### src/rtl/fir_decim_requant.sv
// fir_decim_requant: integrate-and-dump decimator for the FIR output stream.
// Each frame of DECIM accepted samples is summed, arithmetically shifted
// right by SHIFT, saturated to OUT_W bits and pushed into a small output FIFO
// drained through a valid/ready handshake. The filter side is never stalled;
// a result that finds the FIFO full (and no pop on that edge) is dropped.
// Optional macro FIR_DEC_ROUND_EN: round half up before the shift
// (default build truncates toward -inf with no rounding adder).
module fir_decim_requant #(
    parameter int IN_W       = 16,
    parameter int OUT_W      = 8,
    parameter int DECIM      = 4,
    parameter int SHIFT      = 2,
    parameter int FIFO_DEPTH = 4
) (
    input  logic                          clk,
    input  logic                          rst,
    input  logic                          in_valid,
    input  logic signed [IN_W-1:0]        in_data,
    output logic                          out_valid,
    input  logic                          out_ready,
    output logic signed [OUT_W-1:0]       out_data,
    output logic                          sat_flag,
    output logic                          drop_flag,
    output logic [$clog2(FIFO_DEPTH):0]   fifo_count
);

    localparam int ACC_W = IN_W + $clog2(DECIM);
    localparam int PW    = $clog2(DECIM);
    localparam int AW    = $clog2(FIFO_DEPTH);
    localparam int CW    = AW + 1;

    localparam logic [PW-1:0] LAST_PH  = PW'(DECIM - 1);
    localparam logic [CW-1:0] FULL_CNT = CW'(FIFO_DEPTH);

    // Saturation bounds, held one bit wider than the accumulator so the
    // rounded sum can be compared without overflow.
    localparam logic signed [ACC_W:0] SAT_MAX = $signed((ACC_W+1)'(2**(OUT_W-1) - 1));
    localparam logic signed [ACC_W:0] SAT_MIN = ~SAT_MAX;

`ifdef FIR_DEC_ROUND_EN
    localparam int RND_SH = (SHIFT > 0) ? SHIFT - 1 : 0;
    localparam logic signed [ACC_W:0] RND_HALF =
        (SHIFT > 0) ? ((ACC_W+1)'(1) << RND_SH) : '0;
`endif

    // Rescale a frame sum: round half up (optional) then arithmetic shift.
    function automatic logic signed [ACC_W:0] scale(input logic signed [ACC_W:0] s);
`ifdef FIR_DEC_ROUND_EN
        return (s + RND_HALF) >>> SHIFT;
`else
        return s >>> SHIFT;
`endif
    endfunction

    // True when the scaled value does not fit in OUT_W signed bits.
    function automatic logic is_sat(input logic signed [ACC_W:0] x);
        return (x > SAT_MAX) || (x < SAT_MIN);
    endfunction

    // Clamp the scaled value into the OUT_W signed range.
    function automatic logic signed [OUT_W-1:0] saturate(input logic signed [ACC_W:0] x);
        if (x > SAT_MAX)      return SAT_MAX[OUT_W-1:0];
        else if (x < SAT_MIN) return SAT_MIN[OUT_W-1:0];
        else                  return x[OUT_W-1:0];
    endfunction

    logic signed [ACC_W-1:0] acc_p0;
    logic [PW-1:0]           phase_p0;
    logic signed [ACC_W:0]   acc_x, in_x, sum_p0, scaled_p0;
    logic signed [OUT_W-1:0] res_p0;
    logic                    sat_p0;
    logic                    last, full, pop, wr_en, drop;

    logic signed [OUT_W-1:0] mem [FIFO_DEPTH];
    logic [AW-1:0]           wr_ptr, rd_ptr;
    logic [CW-1:0]           count;

    // Stage p0: frame sum including the current sample, scaled and clamped.
    always_comb begin
        acc_x     = {acc_p0[ACC_W-1], acc_p0};
        in_x      = {{(ACC_W+1-IN_W){in_data[IN_W-1]}}, in_data};
        sum_p0    = acc_x + in_x;
        scaled_p0 = scale(sum_p0);
        res_p0    = saturate(scaled_p0);
        sat_p0    = is_sat(scaled_p0);
    end

    // Push/pop decisions: a full FIFO still accepts a push when it pops on the same edge.
    always_comb begin
        last  = in_valid && (phase_p0 == LAST_PH);
        full  = (count == FULL_CNT);
        pop   = out_valid && out_ready;
        wr_en = last && (!full || pop);
        drop  = last && full && !pop;
    end

    // Integrate-and-dump accumulator and phase; both hold while in_valid is low.
    always_ff @(posedge clk) begin
        if (rst) begin
            acc_p0   <= '0;
            phase_p0 <= '0;
        end else if (in_valid) begin
            if (phase_p0 == LAST_PH) begin
                acc_p0   <= '0;
                phase_p0 <= '0;
            end else begin
                acc_p0   <= sum_p0[ACC_W-1:0];
                phase_p0 <= phase_p0 + PW'(1);
            end
        end
    end

    // FIFO storage: data only, validity is tracked by the pointers.
    always_ff @(posedge clk) begin
        if (wr_en)
            mem[wr_ptr] <= res_p0;
    end

    // FIFO pointers, occupancy and sticky status flags.
    always_ff @(posedge clk) begin
        if (rst) begin
            wr_ptr    <= '0;
            rd_ptr    <= '0;
            count     <= '0;
            sat_flag  <= 1'b0;
            drop_flag <= 1'b0;
        end else begin
            if (wr_en)
                wr_ptr <= wr_ptr + AW'(1);
            if (pop)
                rd_ptr <= rd_ptr + AW'(1);
            count <= count + CW'(wr_en) - CW'(pop);
            if (last && sat_p0)
                sat_flag <= 1'b1;
            if (drop)
                drop_flag <= 1'b1;
        end
    end

    // Output view of the FIFO head; forced to zero while empty.
    always_comb begin
        out_valid  = (count != '0);
        out_data   = out_valid ? mem[rd_ptr] : '0;
        fifo_count = count;
    end

endmodule

### config.mk
export PLATFORM = sky130hd
export DESIGN_NAME = fir_decim_requant
export DESIGN_NICKNAME = d
export VERILOG_FILES = /design/src/rtl/fir_decim_requant.sv
export SDC_FILE = /design/constraint.sdc
export NUM_CORES = 1
export LEC_CHECK = 0
export CAP_MARGIN = 20
export CORE_MARGIN = 5
export CORE_UTILIZATION = 53
export CTS_CLUSTER_SIZE = 12
export DETAILED_ROUTE_END_ITERATION = 10
export PLACE_DENSITY_LB_ADDON = 0.05
export SETUP_SLACK_MARGIN = 0.3
export SLEW_MARGIN = 20
export SYNTH_ARGS = -nofsm -noshare
export SYNTH_HDL_FRONTEND = slang
export SYNTH_SLANG_ARGS = --single-unit
### constraint.sdc
create_clock -name clk -period 7.28 [get_ports clk]
set_input_delay 1.456 -clock clk [delete_from_list [all_inputs] [get_ports clk]]
set_output_delay 1.456 -clock clk [all_outputs]
set_load 0.1 [all_outputs]
==> results.sh, run 1 <==
# flow metrics
export IMPL_clockPowerShare_pct=20.4
export IMPL_drc_errors=0
export IMPL_num_rows=30
export IMPL_outcome="finished clean"
export IMPL_port_buffers=33
export IMPL_place_detailed_hpwl_um=5570
export IMPL_met3_usage_pct=4.79
export IMPL_core_area_um2=6720
export IMPL_power_density_nw_per_um2=350
export IMPL_largest_area_cell="edfxtp_1"
export IMPL_grt_busiest_layer="met2"
export IMPL_cp_depth=12
export IMPL_diodes=0
export IMPL_p_comb_uw=723
export IMPL_crit_family="AND-OR/OR-AND gates"
export IMPL_ys_warn_count=0
export IMPL_p_sw_share_pct=45.2
export IMPL_logic_gate_count=245
export IMPL_top_register="mem"
export IMPL_die_w_um=92.6
export IMPL_cts_resized=0
export IMPL_setup_tns_ns=0
export IMPL_worstHoldPathType="flop to flop"
export IMPL_wl_per_cell_um=16.5
export IMPL_p_leak_uw=0.00156
export IMPL_min_from="drop_flag$_SDFFE_PP0P_"
export IMPL_nets=415
export IMPL_synth_nets=380
export IMPL_maxPowerGroup="combinational logic"
export IMPL_final_max_slew_viol_count=0
export IMPL_clkCellAreaFrac_pct=4.66
export IMPL_ys_cells=333
export IMPL_insertion_delay_ns=0.34
export IMPL_dominant_cell_class="multi-input combinational cells"
export IMPL_grt_usage_pct=18.8
export IMPL_cpMaxStageDelayCell="clkdlybuf4s50_1"
export IMPL_vias_per_cell=5.68
export IMPL_regArea_um2=1580
export IMPL_ys_sh_mux_pct=5.53
export IMPL_inv_count=15
export IMPL_grt_met2_usage_pct=28.9
export IMPL_ys_flops=63
export IMPL_clkbuf_count=9
export IMPL_worstSetupStartpointType="input port"
export IMPL_worstPathCellList="clkdlybuf4s50_1 -> ha_1 -> inv_1 -> fa_1 -> nor2b_1 -> o21a_4 -> o211ai_1 -> a311o_1 -> xnor2_1 -> or2_1 -> o31ai_4 -> o21ai_1"
export IMPL_cp_required_ns=7.33
export IMPL_sequentialPowerShare_pct=30.6
export IMPL_place_gp_congestion=0.872
export IMPL_final_area_um2=4210
export IMPL_largest_reg_flops=32
export IMPL_cts_tree="done"
export IMPL_ys_sh_simple_pct=16.0
export IMPL_layout_min_cycle_time_ns=4.41
export IMPL_hold_slack_ns=0.494
export IMPL_most_common_layout_cells="clkdlybuf4s50_1, nor2_1, edfxtp_1"
export IMPL_flop_count=63
export IMPL_r2r_end="mem[2][6]$_DFFE_PP_"
export IMPL_clk_transition_reported_paths_ns=0.07
export IMPL_logic_area_um2=1940
export IMPL_drtAntennaViolNets=0
export IMPL_p_int_uw=809
export IMPL_dr_pass1_iters=4
export IMPL_warnings=29
export IMPL_cp_end_kind="flop"
export IMPL_ys_async_sr_fraction_pct=0
export IMPL_critPathMaxFanout=7
export IMPL_syn_avg_cell_area_um2=10.9
export IMPL_area_leaders="edfxtp_1, dfxtp_1, ha_1"
export IMPL_initial_core_util_pct=53.9
export IMPL_grt_max_degree=24
export IMPL_adder_share_pct=9.75
export IMPL_fillers=548
export IMPL_hold_depth=2
export IMPL_top_area_share_pct=26.6
export IMPL_ff_type="edfxtp_1"
export IMPL_h_tree_depth=3
export IMPL_die_area_um2=8580
export IMPL_grt_pass1_wl_um=12600
export IMPL_pwr_share_comb_pct=49.0
export IMPL_ys_top_cells_by_count="edfxtp_1, nor2_1, dfxtp_1"
export IMPL_wl_met2_um=3370
export IMPL_final_core_util_pct=62.7
export IMPL_slowest_delay_ns=0.46
export IMPL_wl_met1_um=3650
export IMPL_regToRegSetupSlack_ns=4.11
export IMPL_ys_seq_share_pct=43.7
export IMPL_critical_path_class="input port to flop"
export IMPL_max_cap_viol_count=0
export IMPL_numCtsBuffers=9
export IMPL_cts_hold_fix_buffers=0
export IMPL_pin_count=34
export IMPL_n_all_buffers=34
export IMPL_slew_headroom_pct=35.0
export IMPL_yosys_stat_chipArea_um2=3620
export IMPL_overflow=0
export IMPL_finalHoldViolations=0
export IMPL_seq_area_share_pct=37.6
export IMPL_taps=80
export IMPL_peakVddDrop_uv=274
export IMPL_p_clk_uw=301
export IMPL_setup_violations=0
export IMPL_worst_slew_pin_slew_ns=0.972
export IMPL_ys_sh_xor_pct=4.32
export IMPL_dr_max_layer_used="met4"
export IMPL_path_buffers=2
export IMPL_antenna_found_initial=0
export IMPL_rsz0062_at_grt="false"
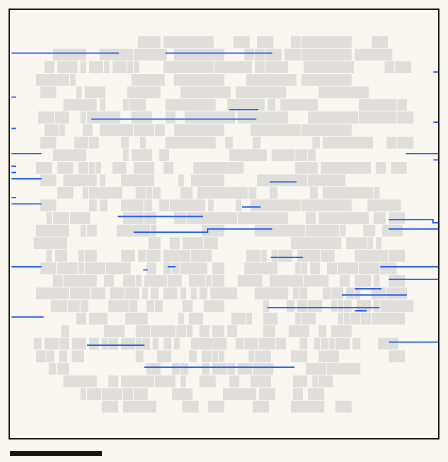
Run 1: the metal 3 layer
Bar = 20 um.
nets with wire on the layer: 31
longest straight run: 35.4 um

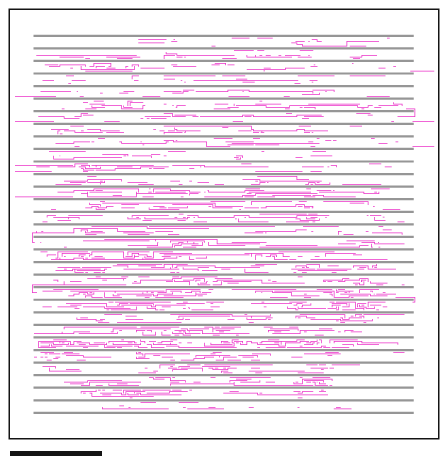
Run 1: M1 wires
Bar = 20 um. Supply wires on this layer in grey.
wire length on this layer: 3650 um
longest straight run: 27.1 um
share of all routed wire: 49%
main direction: horizontal
nets with wire on the layer: 385
global routing met1 resource utilization: 25.8%
Vias: 2575
aggregate routed wire length: 7460 um

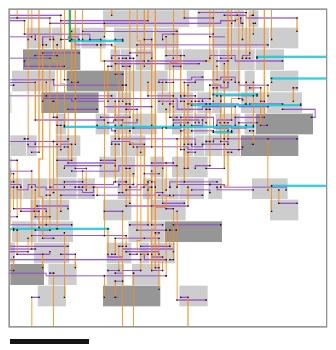
Run 1: close-up of the layout
Bar = 10 um. Window x 49 to 89, y 3 to 43 um. Cells in grey, sequential cells in the stronger grey; small squares are vias.
legend:
  orange:
    layer: M2
  purple:
    layer: M1
  green:
    layer: M4
  cyan:
    layer: M3
most frequent: nor2_1 (11), ha_1 (9), clkdlybuf4s50_1 (9)
netlist names of flops here include: acc_p0 (8)
cells with their middle in the window: 91
sequential cells in the window: 8

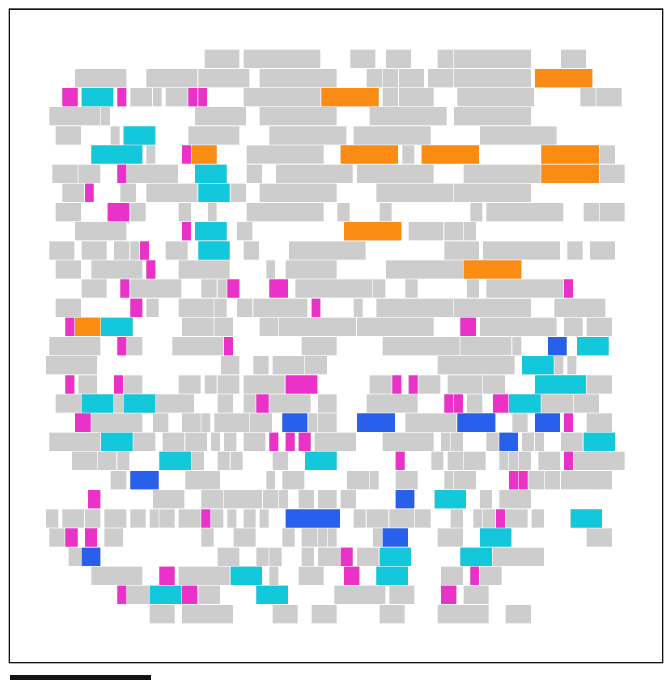
Run 1: gate families picked out
Bar = 20 um.
legend:
  magenta:
    family: nor cells
    cells: 51
    most_used: nor2_1
    where: all over the die
  orange:
    family: mux cells
    cells: 10
    most_used: mux4_2
  cyan:
    family: fa/ha/maj cells
    cells: 27
    most_used: ha_1
    where: all over the die
  blue:
    family: non-inverting ao/oa cells
    cells: 11
logic share of the area: 46.0%
most frequent logic cell in the layout: clkdlybuf4s50_1
final cell count without fillers: 453

==> run 2: changes to the inputs <==
- CORE_UTILIZATION: 53 -> 52
- clock period: 7.28 -> 3.8 ns (I/O delays scaled with it)
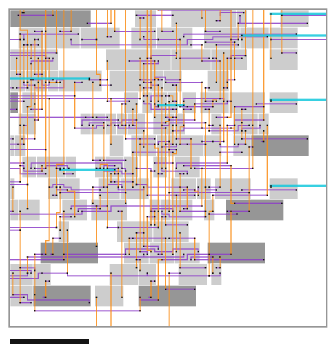
Run 2: close-up of the layout
Bar = 10 um. Window x 50 to 90, y 3 to 43 um. Cells in grey, sequential cells in the stronger grey; small squares are vias.
legend:
  purple:
    layer: M1
  cyan:
    layer: M3
  orange:
    layer: M2
netlist names of flops here include: acc_p0 (6), mem (1)
cells with their middle in the window: 97
most frequent: nor2_1 (9), ha_1 (9), clkdlybuf4s50_1 (9)
sequential cells in the window: 7

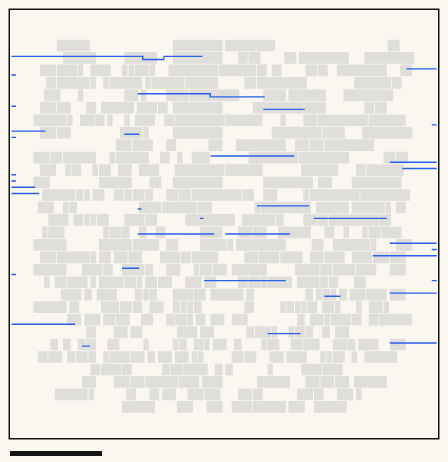
Run 2: the metal 3 layer
Bar = 20 um.
main direction: horizontal
share of all routed wire: 3.7%

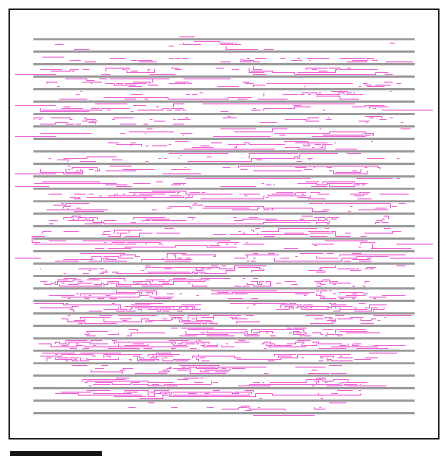
Run 2: M1 wires
Bar = 20 um. Supply wires on this layer in grey.
longest straight run: 34.9 um
wire length on this layer: 3820 um
nets with wire on the layer: 408
share of all routed wire: 48%
main direction: horizontal
global routing met1 resource utilization: 27.0%
aggregate routed wire length: 7930 um
Vias: 2703

==> results.sh, run 2 <==
# flow metrics
export IMPL_vias_per_cell=5.49
export IMPL_grt_pass1_wl_um=13200
export IMPL_crit_family="AND-OR/OR-AND gates"
export IMPL_clkCellAreaFrac_pct=3.81
export IMPL_adder_share_pct=9.75
export IMPL_finalHoldViolations=0
export IMPL_critical_path_class="input port to flop"
export IMPL_worstHoldPathType="flop to flop"
export IMPL_setup_violations=0
export IMPL_p_sw_share_pct=45.7
export IMPL_logic_gate_count=245
export IMPL_synth_cells=333
export IMPL_cp_depth=13
export IMPL_clk_transition_reported_paths_ns=0.07
export IMPL_grt_busiest_layer="met2"
export IMPL_p_int_uw=1540
export IMPL_slowest_delay_ns=0.46
export IMPL_final_core_util_pct=64.8
export IMPL_root_buffer="clkbuf_8"
export IMPL_worstSetupStartpointType="input port"
export IMPL_final_area_um2=4400
export IMPL_cts_resized=2
export IMPL_largest_area_cell="edfxtp_1"
export IMPL_ys_cells=333
export IMPL_p_leak_uw=0.00169
export IMPL_pin_count=34
export IMPL_ys_seq_share_pct=43.7
export IMPL_ys_top_cells_by_count="edfxtp_1, nor2_1, dfxtp_1"
export IMPL_peakVddDrop_uv=550
export IMPL_grt_usage_pct=19.4
export IMPL_sequentialPowerShare_pct=30.4
export IMPL_p_comb_uw=1470
export IMPL_ys_async_sr_fraction_pct=0
export IMPL_r2r_end="mem[0][3]$_DFFE_PP_"
export IMPL_top_logic_kind="AND-OR/OR-AND gates"
export IMPL_top_area_share_pct=26.6
export IMPL_cts_hold_fix_buffers=0
export IMPL_antenna_found_initial=0
export IMPL_outcome="finished clean"
export IMPL_core_area_um2=6790
export IMPL_final_cells=492
export IMPL_drtAntennaViolNets=0
export IMPL_diodes=0
export IMPL_taps=96
export IMPL_grt_met2_usage_pct=30.4
export IMPL_pwr_share_comb_pct=51.7
export IMPL_seq_area_share_pct=35.9
export IMPL_nets=438
export IMPL_drc_errors=0
export IMPL_ys_sh_mux_pct=5.53
export IMPL_met3_usage_pct=4.75
export IMPL_min_from="drop_flag$_SDFFE_PP0P_"
export IMPL_cpMaxStageDelayCell="clkdlybuf4s50_1"
export IMPL_warnings=29
export IMPL_grt_max_degree=33
export IMPL_comb_area_share_pct=45.1
export IMPL_ys_sh_xor_pct=4.32
export IMPL_clockPowerShare_pct=17.8
export IMPL_post_place_ws_ns=-0.143
export IMPL_initial_core_util_pct=53.3
export IMPL_regToRegSetupSlack_ns=0.98
export IMPL_fin_crit_sh_pct=89.1
export IMPL_numCtsBuffers=9
export IMPL_totalPowerFinal_uw=2850
export IMPL_yosys_stat_chipArea_um2=3620
export IMPL_ys_flops=63
export IMPL_powerSeq_uw=866
export IMPL_path_buffers=3
export IMPL_hold_slack_ns=0.488
export IMPL_wl_per_cell_um=16.1
export IMPL_most_common_layout_cells="nor2_1, edfxtp_1, buf_4"
export IMPL_h_tree_depth=3
export IMPL_p_clk_uw=507
export IMPL_wl_met2_um=3750
export IMPL_area_leaders="edfxtp_1, dfxtp_1, ha_1"
export IMPL_r2r_start="acc_p0[10]$_SDFFE_PP0P_"
export IMPL_insertion_delay_ns=0.33
export IMPL_cp_required_ns=3.86
export IMPL_power_density_nw_per_um2=646
export IMPL_fillers=558
export IMPL_setup_tns_ns=0
export IMPL_maxPowerGroup="combinational logic"
export IMPL_dominant_cell_class="multi-input combinational cells"
export IMPL_place_detailed_hpwl_um=5810
export IMPL_clkbuf_count=12
export IMPL_bufAreaShareNonClock_pct=11.2
export IMPL_dr_max_layer_used="met4"
export IMPL_critPathMaxFanout=7
export IMPL_ys_sh_simple_pct=16.0
export IMPL_largest_reg_flops=32
export IMPL_die_area_um2=8730
export IMPL_die_height_um=93.4
export IMPL_place_gp_congestion=0.846
export IMPL_dr_pass1_iters=4
export IMPL_n_all_buffers=57
export IMPL_ys_warn_count=0
export IMPL_rsz0062_at_grt="false"
export IMPL_layout_min_cycle_time_ns=3.38
export IMPL_worstPathCellList="clkdlybuf4s50_1 -> ha_1 -> inv_1 -> fa_2 -> nor2b_4 -> o21a_4 -> o211ai_1 -> a311o_1 -> xnor2_1 -> or2_1 -> o31ai_4 -> buf_6 -> o21ai_2"
export IMPL_inv_count=15
export IMPL_yosysUniqueCellTypes=64
export IMPL_flop_count=63
export IMPL_slew_headroom_pct=35.2
export IMPL_port_buffers=33
export IMPL_cp_end_kind="flop"
export IMPL_ff_type="edfxtp_1"
export IMPL_die_w_um=93.4
export IMPL_hold_depth=2
export IMPL_logic_area_um2=1990
export IMPL_cts_tree="done"
export IMPL_top_register="mem"
export IMPL_switching_power_uw=1300
export IMPL_regArea_um2=1580
export IMPL_num_rows=30
export IMPL_syn_avg_cell_area_um2=10.9
export IMPL_max_cap_viol_count=0
export IMPL_worst_slew_pin_slew_ns=0.969
export IMPL_synth_nets=380
export IMPL_wl_met1_um=3820
export IMPL_overflow=0
export IMPL_final_max_slew_viol_count=0
